### config.mk
export PLATFORM = sky130hd
export DESIGN_NAME = gate_exerciser
export DESIGN_NICKNAME = d
export VERILOG_FILES = /design/src/rtl/gate_lab_pkg.sv /design/src/rtl/sync2.sv /design/src/rtl/gate_exerciser.sv
export SDC_FILE = /design/constraint.sdc
export NUM_CORES = 1
export LEC_CHECK = 0
export CORE_MARGIN = 3
export CORE_UTILIZATION = 49
export DETAILED_ROUTE_END_ITERATION = 8
export PLACE_DENSITY = 0.76
export SYNTH_ARGS = -nofsm -noshare
export SYNTH_HDL_FRONTEND = slang
export SYNTH_SLANG_ARGS = --single-unit
### constraint.sdc
create_clock -name clk -period 1.45 [get_ports clk]
set_input_delay 0.2175 -clock clk [delete_from_list [all_inputs] [get_ports clk]]
set_output_delay 0.2175 -clock clk [all_outputs]
set_load 0.01 [all_outputs]
### src/rtl/gate_lab_pkg.sv
// rtl/gate_lab_pkg.sv - shared state enum and truth-table constants for the gate labs
package gate_lab_pkg;

  typedef enum logic [1:0] {
    IDLE = 2'd0,
    RUN  = 2'd1,
    DONE = 2'd2
  } state_t;

  // Truth tables indexed by {a,b}
  localparam logic [3:0] TT_AND  = 4'b1000;
  localparam logic [3:0] TT_NAND = 4'b0111;
  localparam logic [3:0] TT_OR   = 4'b1110;
  localparam logic [3:0] TT_NOR  = 4'b0001;
  localparam logic [3:0] TT_XOR  = 4'b0110;

endpackage

### src/rtl/sync2.sv
// rtl/sync2.sv - two-flop synchroniser, resets to 0
module sync2 (
  input  logic clk,
  input  logic rst_n,
  input  logic d,
  output logic q
);

  logic meta;

  always_ff @(posedge clk or negedge rst_n) begin
    if (!rst_n) begin
      meta <= 1'b0;
      q    <= 1'b0;
    end else begin
      meta <= d;
      q    <= meta;
    end
  end

endmodule

### src/rtl/gate_exerciser.sv
// rtl/gate_exerciser.sv - drives a two-input gate through all four vectors and checks X
module gate_exerciser
  import gate_lab_pkg::*;
#(
  parameter int SETTLE_CYCLES = 2
) (
  input  logic       clk,
  input  logic       rst_n,
  input  logic       start,
  input  logic [3:0] expected,
  input  logic       x,
  output logic       a,
  output logic       b,
  output logic       busy,
  output logic       done,
  output logic       pass,
  output logic [3:0] fail_mask
);

  localparam int W  = SETTLE_CYCLES + 2;
  localparam int CW = $clog2(W);
  localparam logic [CW-1:0] CNT_LAST = CW'(W - 1);

  state_t        state_q, state_d;
  logic [1:0]    idx;
  logic [CW-1:0] cnt;
  logic [3:0]    exp_q;
  logic          x_s;
  logic          accept;
  logic          win_end;
  logic          mismatch;
  logic [3:0]    new_mask;

  sync2 u_sync (
    .clk   (clk),
    .rst_n (rst_n),
    .d     (x),
    .q     (x_s)
  );

  assign win_end  = (cnt == CNT_LAST);
  assign mismatch = x_s ^ exp_q[idx];
  assign new_mask = fail_mask | (4'(mismatch) << idx);

  // Vector is only driven while running; DONE and IDLE park the gate at 00
  assign a = (state_q == RUN) & idx[1];
  assign b = (state_q == RUN) & idx[0];

  always_ff @(posedge clk or negedge rst_n) begin
    if (!rst_n) state_q <= IDLE;
    else        state_q <= state_d;
  end

  // The edge leaving DONE may already accept the next start, so back-to-back
  // runs are spaced 4W+1 cycles apart.
  always_comb begin
    state_d = state_q;
    accept  = 1'b0;
    case (state_q)
      IDLE: begin
        if (start) begin
          accept  = 1'b1;
          state_d = RUN;
        end
      end
      RUN: begin
        if (win_end && idx == 2'd3) state_d = DONE;
      end
      DONE: begin
        if (start) begin
          accept  = 1'b1;
          state_d = RUN;
        end else begin
          state_d = IDLE;
        end
      end
      default: state_d = IDLE;
    endcase
  end

  always_ff @(posedge clk or negedge rst_n) begin
    if (!rst_n) begin
      idx       <= 2'd0;
      cnt       <= '0;
      exp_q     <= 4'd0;
      busy      <= 1'b0;
      done      <= 1'b0;
      pass      <= 1'b0;
      fail_mask <= 4'd0;
    end else if (accept) begin
      idx       <= 2'd0;
      cnt       <= '0;
      exp_q     <= expected;
      busy      <= 1'b1;
      done      <= 1'b0;
      pass      <= 1'b0;
      fail_mask <= 4'd0;
    end else begin
      case (state_q)
        RUN: begin
          if (win_end) begin
            cnt       <= '0;
            fail_mask <= new_mask;
            if (idx == 2'd3) begin
              done <= 1'b1;
              busy <= 1'b0;
              pass <= (new_mask == 4'd0);
            end else begin
              idx <= idx + 2'd1;
            end
          end else begin
            cnt <= cnt + 1'b1;
          end
        end
        DONE:    done <= 1'b0;
        default: ;
      endcase
    end
  end

endmodule
run_1/detail.png
Bar = 10 µm. Window x 12 to 37, y 2 to 27 µm. Cells in gray, sequential cells in the stronger gray; small squares are vias.
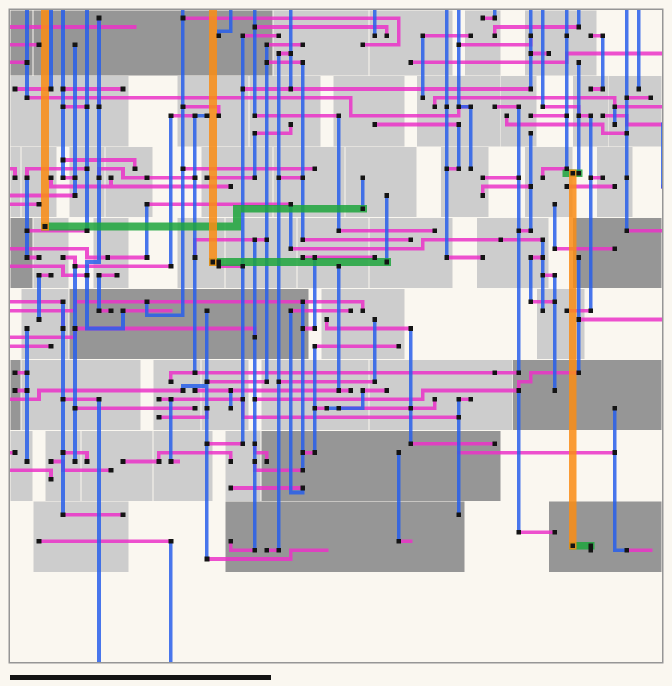
legend:
  green:
    layer: metal 3
  orange:
    layer: metal 4
  blue:
    layer: metal 2
  magenta:
    layer: metal 1
cells with their middle in the window: 47
netlist names of flops here include: `cnt` (2), `state_q` (2)
most frequent: nand2_1 (6), buf_4 (6), dfrtp_1 (5)
sequential cells in the window: 5

run_1/logic_types.png
Bar = 10 µm.
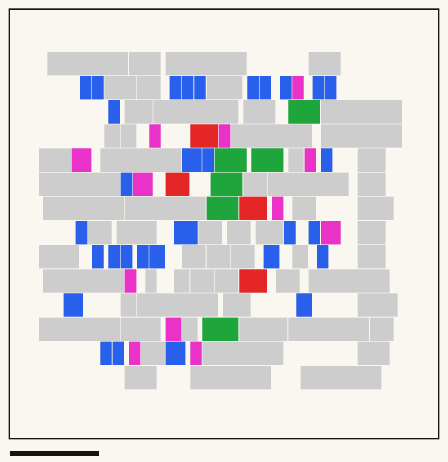
legend:
  magenta:
    family: nor cells
    cells: 12
  red:
    family: and/or cells
    cells: 4
    where: center
  green:
    family: mux cells
    cells: 6
  blue:
    family: nand cells
    cells: 31

run_1/placement.png
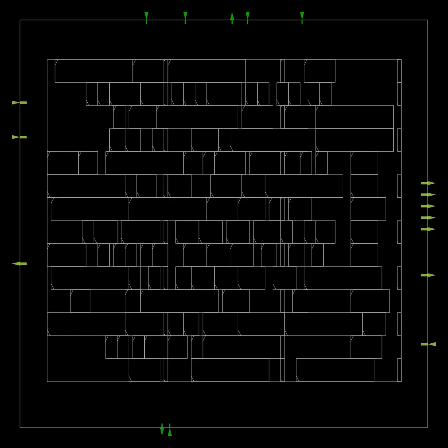
row cnt: 14
# fillers: 122
fin util: 0.7214
num sequential: 19

[run 1: worst max-delay path: cells and delay by family (launching register included)]
family / cells / cell delay (ns)
buffers and inverters: 1 / 0.11
AND/OR/NAND/NOR: 2 / 0.39
flip-flops: 1 / 0.40
[run 1: path summary, 6_finish.rpt]
check	from	endpoint	slack [ns]	depth (start not counted)
worst max-delay path	state_q[0]	b	0.03	3
worst min-delay path	rst_n	busy	0.23	2
worst max register to register	cnt[0]	idx[1]	0.09	5
worst min register to register	u_sync.meta	u_sync.q	0.36	0
max in group asynchronous	rst_n	idx[0]	1.00	2
min in group clk	x	u_sync.meta	0.34	1
[run 1: where the power goes]
group | internal [mW] | total (mW) | switching (mW)
sequential | 0.731 | 0.878 | 0.147
clock | 0.103 | 0.272 | 0.169
combinational | 0.563 | 1.08 | 0.516
==> Changelog: implementation, run 1 <==
### Implementation results

* Outcome: complete, no violations
* Dpl cells at 134
* 1st-iter DRT viols at 8
* Met3 wire len at 87 µm
* Fraction of area in non-clock buffers at 0.2024
* Tot Pwr at 2.228 mW
* CP max stage delay at 0.40 ns
* Final worst path period need at 1.423 ns
* Core area at 0.001594 mm²
* Routability cong. at 0.8359
* Cts bufs inserted at 3
* Bufs on Longest Clock Path at 2
* FMAX at 702.7 MHz
* Max layer used: met4
* Largest net degree at the start of global routing at 20
* Setup tns final at 0 ns
* Cell Pwr Density at 1938 mW/mm²
* First-pass GRT wire length at 2835 µm
* Largest class: sequential cells
* Ports at 17
* Post-Layout Cell Count at 139
* Startpoint Class: flop
* Antenna cell count at 0
* Clk_skew at 0.009473 ns
* Multi-input gates at 66
* Layout cells sized above 1 at 0.1913
* Nets at 126
* Flop area at 476.7 µm²
* Area post-placement at 0.001099 mm²
* Final setup viols at 0
* Critical Path RT at 1.23 ns
==> run 1 -> run 2 <==
--- a/config.mk
+++ b/config.mk
@@ -12,3 +12,4 @@
 export SYNTH_ARGS = -nofsm -noshare
 export SYNTH_HDL_FRONTEND = slang
 export SYNTH_SLANG_ARGS = --single-unit
+export TNS_END_PERCENT = 5
run_2/metal_density.png
10 x 10 tiles, from black (low) to pale yellow (high), scaled to the fullest tile. Values are wire area over tile area, all layers added.
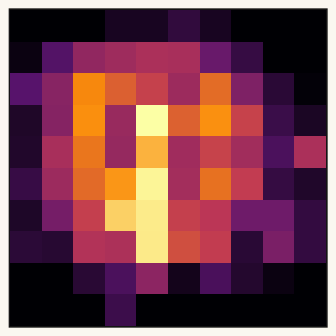
fullest tile: 0.41
nearly empty tiles: 21%
mean over tiles: 0.13
tiles over half the peak: 24%

run_2/detail.png
Bar = 10 µm. Window x 12 to 37, y 2 to 27 µm. Cells in gray, sequential cells in the stronger gray; small squares are vias.
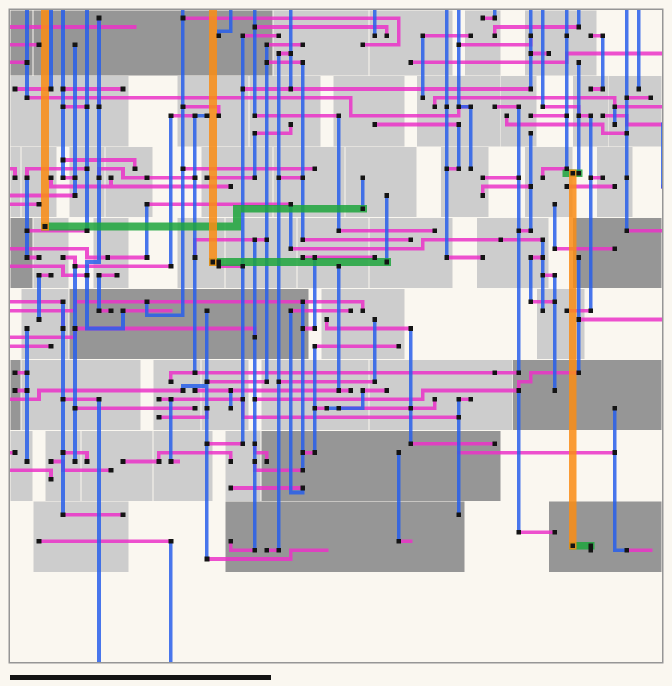
legend:
  orange:
    layer: metal 4
  green:
    layer: metal 3
  blue:
    layer: metal 2
  magenta:
    layer: metal 1
cells with their middle in the window: 47
sequential cells in the window: 5
most frequent: nand2_1 (6), buf_4 (6), dfrtp_1 (5)
netlist names of flops here include: `cnt` (2), `state_q` (2)

run_2/placement.png
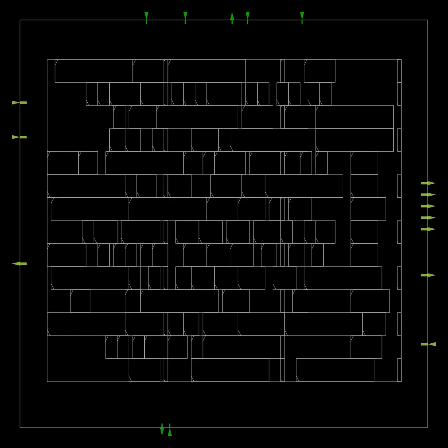
Seq area share: 0.4146
well-tap cell count: 24
core area: 0.001594 mm²

==> run 2 against run 1 <==
Against the previous run:
- fmax did not move
- hold slack is the same
- cell count unchanged
- via count is the same
- routed wire length unchanged
- clock skew is the same
- highest routed layer unchanged
==> Changelog: implementation, run 2 <==
### Implementation results

* Outcome: complete, no violations
* Setup tns final at 0 ns
* Levels on crit path at 3
* Top delay family on crit path: flip-flops
* Final worst path period need at 1.423 ns
* Clk_skew at 0.009473 ns
* Switching Fraction at 0.3729
* Dpl cells at 134
* Critical Path Sink: b
* Row cnt at 14
* Ports at 17
* Area post-placement at 0.001099 mm²
* Combinational gate power at 1.08 mW
* # fillers at 122
* Clock network power share at 0.122
* Cell Pwr Density at 1938 mW/mm²
* CP max stage delay at 0.40 ns
* Crit path buffers/inverters at 1
* FMAX at 702.7 MHz
* Setup crit start: state_q[0]
* Max layer used: met4
* Comb pwr share at 0.484
* Pwr top: combinational cells
* Antenna cell count at 0
* Critical R2R Launch: cnt[0]
* Fin util at 0.7214
* Bufs on Longest Clock Path at 2
* Sequential power at 878 µW
* Routability cong. at 0.8359
* Nets at 126
* Tot Pwr at 2.228 mW
* Post-Layout Cell Count at 139
* Internal at 1.397 mW
* Clk pwr at 272 µW
* Psw at 830.9 µW
* Startpoint Class: flop
run 2: logic make-up (layout without fill, tap and decap cells):
kind of cell / after synthesis / count (layout) / share of synthesized area
and+or+nand+nor: 47 / 47 / 0.2425
DFF: 19 / 19 / 0.5452
AOI/OAI and AO/OA: 10 / 10 / 0.07172
muxes: 6 / 6 / 0.07030
buffers and inverters: 5 / 30 / 0.03156
adders and majority gates: 2 / 2 / 0.02869
xor gates and xnor gates: 1 / 1 / 0.01004
run 2: final cells by class:
class,count,share of cell area
flip-flops and latches,19,0.4146
repair buffers,25,0.2024
inverters,1,0.003264
clock buffers,3,0.01959
well taps,24,0.02612
multi-input cells,66,0.3297
clock inverters,1,0.004353
run_2/logic_types.png
Bar = 10 µm.
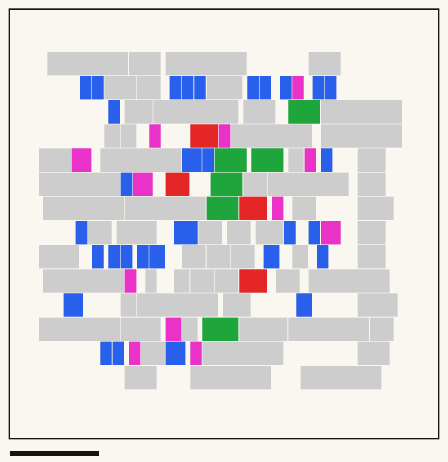

==> run 2 -> run 3 <==
--- a/config.mk
+++ b/config.mk
@@ -6,9 +6,10 @@
 export NUM_CORES = 1
 export LEC_CHECK = 0
 export CORE_MARGIN = 3
-export CORE_UTILIZATION = 49
+export CORE_UTILIZATION = 55
 export DETAILED_ROUTE_END_ITERATION = 8
-export PLACE_DENSITY = 0.76
+export DONT_BUFFER_PORTS = 1
+export PLACE_DENSITY = 0.7
 export SYNTH_ARGS = -nofsm -noshare
 export SYNTH_HDL_FRONTEND = slang
 export SYNTH_SLANG_ARGS = --single-unit
run_3/logic_types.png
Bar = 10 µm.
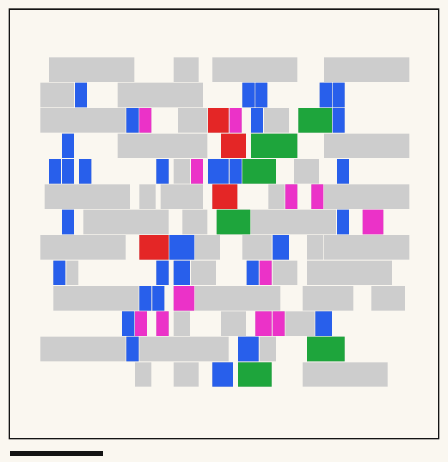
legend:
  red:
    family: and/or cells
    cells: 4
  magenta:
    family: nor cells
    cells: 12
  blue:
    family: nand cells
    cells: 31
  green:
    family: mux cells
    cells: 6

run_3/metal_density.png
9 x 9 tiles, from black (low) to pale yellow (high), scaled to the fullest tile. Values are wire area over tile area, all layers added.
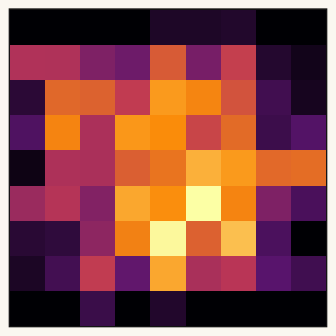
fullest tile: 0.32
tiles over half the peak: 36%
nearly empty tiles: 17%
mean over tiles: 0.12

==> run 3 against run 2 <==
Against the previous run:
- sequential share of layout area increased by 8.6 points
- hold slack got worse by 0.22 ns
- first-iteration DRC count increased by 50%
- setup slack improved by 0.032 ns
- largest cell class unchanged
- highest routed layer unchanged
==> Changelog: implementation, run 3 <==
### Implementation results

* Outcome: complete, no violations
* Final worst path period need at 1.391 ns
* Setup tns final at 0 ns
* Non-clk invs at 1
* Flop area at 478.0 µm²
* Hold endpoint: exp_q[2]
* Clk_skew at 0.003010 ns
* Num sequential at 19
* Combinational gate power at 746 µW
* Largest class: sequential cells
* Simple share at 0.2425
* Ports at 17
* Routability cong. at 0.7928
* R2r endpoint: pass
* Max layer used: met4
* CP max stage delay at 0.42 ns
* Levels on crit path at 2
* Setup crit start: state_q[0]
* Well-tap cell count at 15
* Tot Pwr at 1.947 mW
* Sequential power at 939 µW
run_3/placement.png
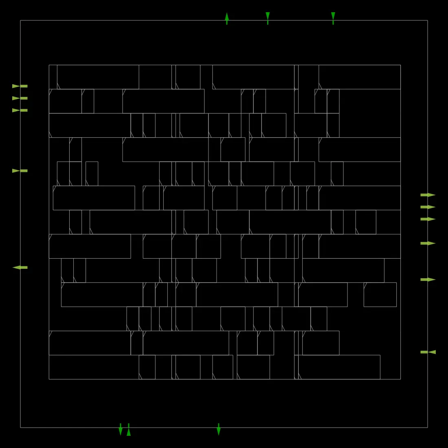
core area: 0.001399 mm²
# fillers: 119

[run 3: cell types whose count changed in the layout (fill, tap and decap cells not counted), moves of 2 or more]
cell	before	now
clkdlybuf4s50_1	7	0
dlygate4sd2_1	4	0
dlymetal6s2s_1	3	0
buf_4	9	4
dlygate4sd3_1	0	2
and2_4	2	0
buf_6	2	0
[run 3: per-stage QoR]
step / utilization / hold WS, ns / setup WS, ns / area (µm²)
CTS: 0.6762 / 0.001009 / 0.003862 / 945.9
global placement: 0.6360 / -0.07769 / 0.09772 / 889.6
detailed placement: 0.6360 / -0.07765 / 0.03596 / 889.6
global route: 0.6825 / 0.006089 / 0.002241 / 954.7
finish: 0.6825 / 0.01774 / 0.05910 / 954.7
floorplan: - / -0.07809 / 0.1927 / 872.1
No activity file was given, so power comes from the tool's default toggle rates.
